`src/rtl/rat_io_pkg.sv`:
```
// Shared definitions for RAT MCU port-mapped peripherals: the UART TX state
// type, default port IDs and the STATUS byte layout.
package rat_io_pkg;

  typedef enum logic [1:0] {
    ST_IDLE  = 2'd0,
    ST_START = 2'd1,
    ST_DATA  = 2'd2,
    ST_STOP  = 2'd3
  } uart_tx_state_t;

  localparam logic [7:0] DEF_DATA_PORT_ID = 8'h40;
  localparam logic [7:0] DEF_STAT_PORT_ID = 8'h41;

  localparam int STAT_FULL_BIT  = 0;
  localparam int STAT_EMPTY_BIT = 1;
  localparam int STAT_BUSY_BIT  = 2;
  localparam int STAT_OVF_BIT   = 3;

  function automatic logic [7:0] pack_status(input logic ovf, input logic busy,
                                             input logic empty, input logic full);
    logic [7:0] s;
    s                 = '0;
    s[STAT_OVF_BIT]   = ovf;
    s[STAT_BUSY_BIT]  = busy;
    s[STAT_EMPTY_BIT] = empty;
    s[STAT_FULL_BIT]  = full;
    return s;
  endfunction

endpackage

```
`src/rtl/uart_tx_port_if.sv`:
```
// MCU output-bus view seen by port-mapped peripherals: OUT strobe, port ID,
// output data, and the status byte returned toward the IN_PORT mux.
interface uart_tx_port_if;
  logic       IO_STRB;
  logic [7:0] PORT_ID;
  logic [7:0] OUT_PORT;
  logic [7:0] STATUS;

  modport master (output IO_STRB, output PORT_ID, output OUT_PORT, input STATUS);
  modport slave  (input IO_STRB, input PORT_ID, input OUT_PORT, output STATUS);
endinterface

```
`src/rtl/uart_fifo.sv`:
```
// Synchronous byte FIFO with first-word fall-through read; a push into a full
// FIFO is still accepted when a pop happens in the same cycle.
module uart_fifo #(
  parameter int DEPTH = 8,
  parameter int WIDTH = 8
) (
  input  logic             clk,
  input  logic             rst_n,
  input  logic             push_i,
  input  logic [WIDTH-1:0] wr_data_i,
  input  logic             pop_i,
  output logic [WIDTH-1:0] rd_data_o,
  output logic             full_o,
  output logic             empty_o,
  output logic             drop_o
);
  localparam int AW = $clog2(DEPTH);
  localparam int CW = AW + 1;

  logic [WIDTH-1:0] mem_q [DEPTH];
  logic [AW-1:0]    wr_ptr_q;
  logic [AW-1:0]    rd_ptr_q;
  logic [CW-1:0]    count_q;
  logic             do_push;
  logic             do_pop;

  assign full_o    = (count_q == CW'(DEPTH));
  assign empty_o   = (count_q == '0);
  assign do_pop    = pop_i && !empty_o;
  assign do_push   = push_i && (!full_o || do_pop);
  assign drop_o    = push_i && !do_push;
  assign rd_data_o = mem_q[rd_ptr_q];

  // Storage carries no reset; occupancy is tracked by the pointers and count.
  always_ff @(posedge clk) begin
    if (do_push) begin
      mem_q[wr_ptr_q] <= wr_data_i;
    end
  end

  always_ff @(posedge clk or negedge rst_n) begin
    if (!rst_n) begin
      wr_ptr_q <= '0;
      rd_ptr_q <= '0;
      count_q  <= '0;
    end else begin
      if (do_push) begin
        wr_ptr_q <= wr_ptr_q + 1'b1;
      end
      if (do_pop) begin
        rd_ptr_q <= rd_ptr_q + 1'b1;
      end
      case ({do_push, do_pop})
        2'b10:   count_q <= count_q + 1'b1;
        2'b01:   count_q <= count_q - 1'b1;
        default: count_q <= count_q;
      endcase
    end
  end

endmodule

```
`src/rtl/uart_tx_port.sv`:
```
// Port-mapped 8N1 UART transmitter: decodes OUT writes into a byte FIFO and
// serialises queued bytes on TX, exposing a pollable status byte.
module uart_tx_port
  import rat_io_pkg::*;
#(
  parameter int         BAUD_DIV     = 868,
  parameter int         FIFO_DEPTH   = 8,
  parameter logic [7:0] DATA_PORT_ID = DEF_DATA_PORT_ID,
  parameter logic [7:0] STAT_PORT_ID = DEF_STAT_PORT_ID
) (
  input  logic           CLK,
  input  logic           RESET_N,
  uart_tx_port_if.slave  bus,
  output logic           TX
);
  localparam int             BW        = $clog2(BAUD_DIV);
  localparam logic [BW-1:0]  BAUD_LAST = BW'(BAUD_DIV - 1);

  uart_tx_state_t state_q, state_d;
  logic [BW-1:0]  baud_q, baud_d;
  logic [7:0]     shift_q, shift_d;
  logic [2:0]     bit_idx_q, bit_idx_d;
  logic           tx_q, tx_d;
  logic           ovf_q, ovf_d;

  logic       push_req;
  logic       stat_wr;
  logic       pop;
  logic       baud_done;
  logic [7:0] fifo_data;
  logic       fifo_full;
  logic       fifo_empty;
  logic       fifo_drop;

  assign push_req = bus.IO_STRB && (bus.PORT_ID == DATA_PORT_ID);
  assign stat_wr  = bus.IO_STRB && (bus.PORT_ID == STAT_PORT_ID);

  uart_fifo #(
    .DEPTH (FIFO_DEPTH),
    .WIDTH (8)
  ) u_fifo (
    .clk       (CLK),
    .rst_n     (RESET_N),
    .push_i    (push_req),
    .wr_data_i (bus.OUT_PORT),
    .pop_i     (pop),
    .rd_data_o (fifo_data),
    .full_o    (fifo_full),
    .empty_o   (fifo_empty),
    .drop_o    (fifo_drop)
  );

  assign baud_done = (baud_q == '0);

  always_comb begin
    state_d   = state_q;
    baud_d    = baud_q;
    shift_d   = shift_q;
    bit_idx_d = bit_idx_q;
    pop       = 1'b0;
    case (state_q)
      ST_IDLE: begin
        if (!fifo_empty) begin
          pop     = 1'b1;
          shift_d = fifo_data;
          baud_d  = BAUD_LAST;
          state_d = ST_START;
        end
      end
      ST_START: begin
        if (baud_done) begin
          baud_d    = BAUD_LAST;
          bit_idx_d = 3'd0;
          state_d   = ST_DATA;
        end else begin
          baud_d = baud_q - 1'b1;
        end
      end
      ST_DATA: begin
        if (baud_done) begin
          baud_d    = BAUD_LAST;
          shift_d   = {1'b0, shift_q[7:1]};
          bit_idx_d = bit_idx_q + 3'd1;
          if (bit_idx_q == 3'd7) begin
            state_d = ST_STOP;
          end
        end else begin
          baud_d = baud_q - 1'b1;
        end
      end
      ST_STOP: begin
        // Chain straight into the next start bit so queued frames have no gap.
        if (baud_done) begin
          if (!fifo_empty) begin
            pop     = 1'b1;
            shift_d = fifo_data;
            baud_d  = BAUD_LAST;
            state_d = ST_START;
          end else begin
            state_d = ST_IDLE;
          end
        end else begin
          baud_d = baud_q - 1'b1;
        end
      end
      default: state_d = ST_IDLE;
    endcase
  end

  // TX is registered from the next state so the line changes with the state.
  always_comb begin
    tx_d = 1'b1;
    case (state_d)
      ST_START: tx_d = 1'b0;
      ST_DATA:  tx_d = shift_d[0];
      default:  tx_d = 1'b1;
    endcase
  end

  always_comb begin
    ovf_d = ovf_q;
    if (fifo_drop) begin
      ovf_d = 1'b1;
    end else if (stat_wr) begin
      ovf_d = 1'b0;
    end
  end

  always_ff @(posedge CLK or negedge RESET_N) begin
    if (!RESET_N) begin
      state_q   <= ST_IDLE;
      baud_q    <= '0;
      shift_q   <= '0;
      bit_idx_q <= '0;
      tx_q      <= 1'b1;
      ovf_q     <= 1'b0;
    end else begin
      state_q   <= state_d;
      baud_q    <= baud_d;
      shift_q   <= shift_d;
      bit_idx_q <= bit_idx_d;
      tx_q      <= tx_d;
      ovf_q     <= ovf_d;
    end
  end

  assign TX         = tx_q;
  assign bus.STATUS = pack_status(ovf_q, (state_q != ST_IDLE) || !fifo_empty,
                                  fifo_empty, fifo_full);

endmodule

```
`src/flat_wrapper.sv`:
```
// flat-port wrapper written by rule: the top's interface ports become plain ports
module uart_tx_port_flat import rat_io_pkg::*;
#(
  parameter int         BAUD_DIV     = 868,
  parameter int         FIFO_DEPTH   = 8,
  parameter logic [7:0] DATA_PORT_ID = DEF_DATA_PORT_ID,
  parameter logic [7:0] STAT_PORT_ID = DEF_STAT_PORT_ID
)
  (CLK, RESET_N, TX, bus_IO_STRB, bus_PORT_ID, bus_OUT_PORT, bus_STATUS);
  uart_tx_port_if bus_i ();
  input  logic CLK;
  input  logic RESET_N;
  output logic TX;
  input wire logic [$bits(bus_i.IO_STRB)-1:0] bus_IO_STRB;
  input wire logic [$bits(bus_i.PORT_ID)-1:0] bus_PORT_ID;
  input wire logic [$bits(bus_i.OUT_PORT)-1:0] bus_OUT_PORT;
  output wire logic [$bits(bus_i.STATUS)-1:0] bus_STATUS;
  assign bus_i.IO_STRB = bus_IO_STRB;
  assign bus_i.PORT_ID = bus_PORT_ID;
  assign bus_i.OUT_PORT = bus_OUT_PORT;
  assign bus_STATUS = bus_i.STATUS;
  uart_tx_port #(.BAUD_DIV(BAUD_DIV), .FIFO_DEPTH(FIFO_DEPTH), .DATA_PORT_ID(DATA_PORT_ID), .STAT_PORT_ID(STAT_PORT_ID)) u_core (.CLK(CLK), .RESET_N(RESET_N), .bus(bus_i), .TX(TX));
endmodule
```
`config.mk`:
```
export PLATFORM = sky130hd
export DESIGN_NAME = uart_tx_port_flat
export DESIGN_NICKNAME = d
export VERILOG_FILES = /design/src/rtl/rat_io_pkg.sv /design/src/rtl/uart_tx_port_if.sv /design/src/rtl/uart_fifo.sv /design/src/rtl/uart_tx_port.sv /design/src/flat_wrapper.sv
export SDC_FILE = /design/constraint.sdc
export NUM_CORES = 1
export LEC_CHECK = 0
export CAP_MARGIN = 30
export CORE_MARGIN = 2
export CORE_UTILIZATION = 55
export CTS_CLUSTER_DIAMETER = 50
export CTS_CLUSTER_SIZE = 20
export DETAILED_ROUTE_END_ITERATION = 10
export HOLD_SLACK_MARGIN = 0.06
export PLACE_DENSITY = 0.76
export SLEW_MARGIN = 10
export SYNTH_ARGS = -nofsm -noshare
export SYNTH_HDL_FRONTEND = slang
export SYNTH_HIERARCHICAL = 1
export SYNTH_SLANG_ARGS = --single-unit
```
`constraint.sdc`:
```
create_clock -name CLK -period 5.45 [get_ports CLK]
set_clock_uncertainty 0.1 [all_clocks]
set_input_delay 1.09 -clock CLK [delete_from_list [all_inputs] [get_ports CLK]]
set_output_delay 1.09 -clock CLK [all_outputs]
set_load 0.02 [all_outputs]
```
==> job_summary.md, run 1 <==
### Metrics collected by this job

| Metric | Value |
|---|---|
| Post-CTS resize count | `0` |
| Cell Int Power | `0.994 mW` |
| Setup crit end kind | `flop` |
| Die area | `0.00948 mm²` |
| Cell area after synthesis | `0.00480 mm²` |
| Post-CTS Setup Inserts | `0` |
| Drc violations | `0` |
| Met1 global-route usage | `25.7%` |
| Crit path required time | `5.63 ns` |
| Setup Crit Path Kind | `reg -> reg` |
| Max_slew headroom | `39.8%` |
| Fp util | `55.8%` |
| Outcome | `finished clean` |
| Mux cell area share | `12.1%` |
| Final setup TNS | `0 ns` |
| Signal buffers | `30` |
| Delay-heaviest family, CP | `simple AND/OR/NAND/NOR gates` |
| Placement-stage cell area | `0.00507 mm²` |
| HP Class | `reg -> reg` |
| Combinational group share of total power | `2.4%` |
| I/O Pins | `28` |
| Gpl congestion | `0.808` |
| CP arrival | `4.12 ns` |
| Largest Register | `u_core/u_fifo/mem_q` |
Fig. 1: run 1, pin placement
Scale: 4 px per µm. Pins as bars across the die edge, other pins in gray.
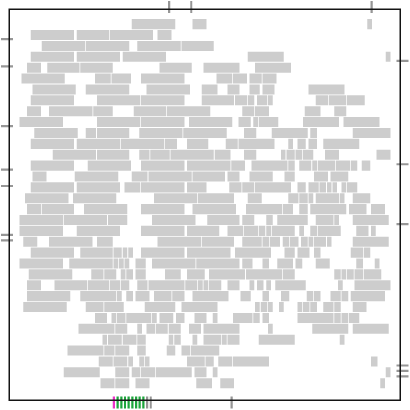
Green is bus_PORT_ID, pins 8, direction input, edge south. Magenta is bus_IO_STRB, pins 1, direction input, edge south.
All pins by edge: 12 south, 7 west, 6 east, 3 north.
Die Ht: 97.4 µm
Horiz. Die Dim: 97.4 µm
PortBufs: 23

Fig. 2: run 1, track usage over the die
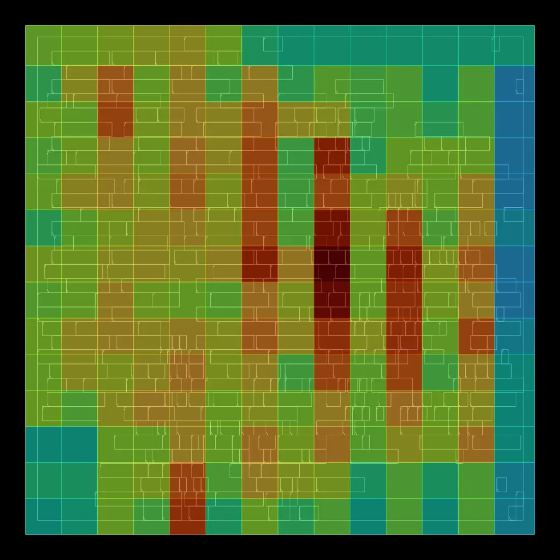
gr usage total: 18.9%
busiest grt layer: met2

Fig. 3: run 1, logic cells by family
Scale: 3 px per µm.
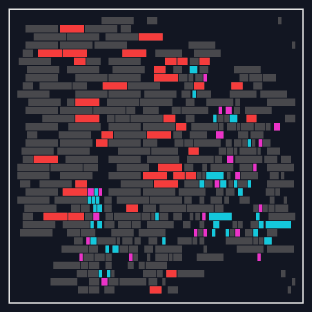
Magenta is nand cells, cells 23, most used nand2_1. Cyan is nor cells, cells 35, most used nor2_1. Red is mux cells, cells 36, most used mux4_2.
Non-Filler Instances: 471
Top cell excl fill/tap: edfxtp_1
logic share of the area: 34.2%

Fig. 4: run 1, sequential cells grouped by signal name
Scale: 3 px per µm. Other sequential cells in the stronger gray, the rest of the logic in the fainter gray.
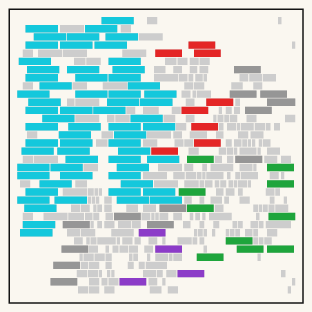
Green is u_core/baud_q, flops 10. Purple is u_core/u_fifo/count_q, flops 4, where south. Red is u_core/shift_q, flops 8. Cyan is u_core/u_fifo/mem_q, flops 64.
Final Core Density: 61.4%
flop share of the area: 53.1%
Seq group: 0.803 mW

==> run 2, diff against run 1 <==
- CORE_UTILIZATION: 55 -> 54
- PLACE_DENSITY: 0.76 -> 0.78
- clock period: 5.45 -> 3.15 ns (I/O delays scaled with it)
Fig. 5: run 2, pin placement
Scale: 4 px per µm. Pins as bars across the die edge, other pins in gray.
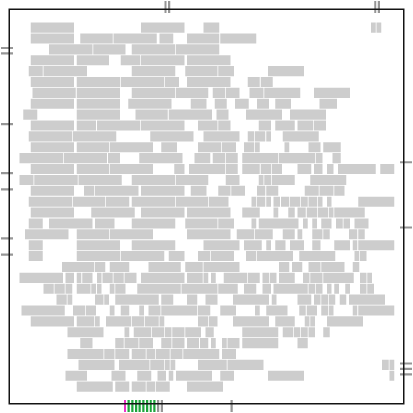
Magenta is bus_IO_STRB, pins 1, direction input, edge south. Green is bus_PORT_ID, pins 8, direction input, edge south.
Die Ht: 98.2 µm
Horiz. Die Dim: 98.2 µm

==> job_summary.md, run 2 <==
### Metrics collected by this job

| Metric | Value |
|---|---|
| Outcome | `finished clean` |
| Gpl congestion | `0.810 (+0.24%)` |
| Setup crit end kind | `primary output` |
| Met1 global-route usage | `24.4% (-1.3 points)` |
| Worst reg2reg path startpoint | `u_core/baud_q[0]` |
| Register-to-Register Path Depth | `13` |
| Crit path required time | `2.42 ns (-3.21 ns)` |
| Tool warnings | `31` |
| Post-CTS Setup Inserts | `0 (unchanged)` |
| Comb. pwr | `0.0548 mW` |
| Setup Crit Path Kind | `reg -> out` |
| Combinational group share of total power | `2.4% (about the same)` |
| Async SR Flop Fraction | `35.4%` |
| Final setup TNS | `0 ns (unchanged)` |
| Busiest grt layer | `met2` |
| Placement-stage cell area | `0.00522 mm² (+2.9%)` |
| Top cell excl fill/tap | `edfxtp_1` |
| Final Core Density | `62.7% (+1.3 points)` |
| MI comb cells | `202` |
| I/O Pins | `28 (unchanged)` |
| Reg-to-reg endpoint | `u_core/u_fifo/count_q[3]` |
| Final setup viols | `0` |
| Cell Int Power | `1.73 mW (+74%)` |
| Gr usage total | `18.6% (-0.31 points)` |
| Antenna violations before repair | `0` |
| Fp util | `55.3% (-0.55 points)` |
| Die area | `0.00965 mm² (+1.8%)` |
| Signal buffers | `41 (+37%)` |
| Post-CTS resize count | `0 (unchanged)` |
| Signal buf overhead | `6.69%` |
| Cell area after synthesis | `0.00480 mm² (unchanged)` |
| Slew of the pin with the lowest slew margin | `0.805 ns` |
| Post-synthesis cell count | `336` |
| Mux cell area share | `12.1% (unchanged)` |
| Largest Register | `u_core/u_fifo/mem_q` |
| HP Class | `in -> async` |
| Endpoints failing hold | `0` |
| Clock buffer depth | `2` |
| Top cells by count | `edfxtp_1, dfrtp_1, nor2_1` |
| CP arrival | `2.25 ns (-1.87 ns)` |
| Logic share of the area | `34.3% (+0.14 points)` |
| Non-Filler Instances | `482 (+2.3%)` |
| Max_slew headroom | `46.3% (+6.6 points)` |
| Nets | `401` |
| Area growth syn-to-layout | `13.5%` |
| Clock Latency Late Sink | `0.38 ns` |
| Delay-heaviest family, CP | `buffers and inverters` |
| Post-route cell area | `0.00544 mm²` |
| PortBufs | `23 (unchanged)` |
| Drc violations | `0 (unchanged)` |
Fig. 6: run 2, sequential cells grouped by signal name
Scale: 3 px per µm. Other sequential cells in the stronger gray, the rest of the logic in the fainter gray.
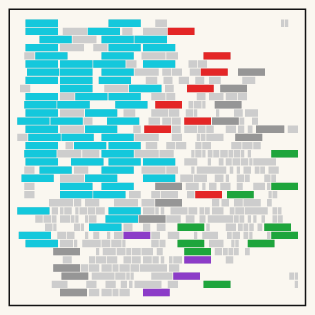
Purple is u_core/u_fifo/count_q, flops 4, where south. Red is u_core/shift_q, flops 8. Green is u_core/baud_q, flops 10, where south-east. Cyan is u_core/u_fifo/mem_q, flops 64.
Another 13 sequential cells are not colored.
Seq group: 1.39 mW
Seq. cell area: 0.00280 mm²
flop share of the area: 51.4%

==> run 3, diff against run 2 <==
- CORE_UTILIZATION: 54 -> 55
- GPL_TIMING_DRIVEN: not set -> 1
- PLACE_DENSITY: 0.78 -> 0.76
- clock period: 3.15 -> 3 ns (I/O delays scaled with it)
Fig. 7: run 3, track usage over the die
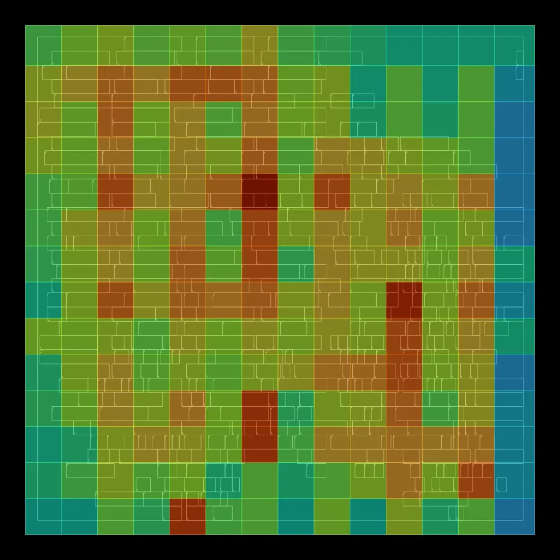
Final Core Density: 64.4%
met1 global-route usage: 26.7%

==> job_summary.md, run 3 <==
### Metrics collected by this job

| Metric | Value |
|---|---|
| Horiz. Die Dim | `97.4 µm (-0.88%)` |
| Area growth syn-to-layout | `15.3%` |
| Tool warnings | `31 (unchanged)` |
| Gpl congestion | `0.807 (-0.30%)` |
| Delay-heaviest family, CP | `buffers and inverters` |
| Setup Crit Path Kind | `reg -> out` |
| Placement-stage cell area | `0.00533 mm² (+2.1%)` |
| PortBufs | `23 (unchanged)` |
| Setup crit end kind | `primary output` |
| Seq group | `1.46 mW (+5%)` |
| Antenna violations before repair | `0 (unchanged)` |
| Comb. pwr | `0.0567 mW (+3%)` |
| Reg-to-reg endpoint | `u_core/u_fifo/count_q[3]` |
| Fp util | `55.8% (+0.55 points)` |
| Max_slew headroom | `47.5% (+1.2 points)` |
| Endpoints failing hold | `0 (unchanged)` |
| Outcome | `finished clean` |
| Nets | `409 (+2.0%)` |
| Register-to-Register Path Depth | `13 (unchanged)` |
| CP arrival | `2.17 ns (-0.08 ns)` |
| Worst reg2reg path startpoint | `u_core/baud_q[1]` |
| Top cell excl fill/tap | `edfxtp_1` |
Fig. 8: run 3, a small window of the routed layout
Window x 36 to 61, y 17 to 42 µm. Cells in gray, sequential cells in the stronger gray; small squares are vias.
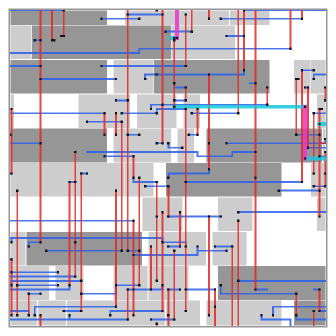
Magenta is metal 4. Red is metal 2. Blue is metal 1. Cyan is metal 3.
Netlist names of flops here include u_core/baud_q (3), u_core/u_fifo/mem_q (2), u_core/u_fifo/rd_ptr_q (2). Most frequent: dfrtp_1 (6), buf_4 (4), inv_1 (3). Sequential cells in the window: 8. 33 logic cells have their middle in the window.

Power and IR drop assume default switching activity.
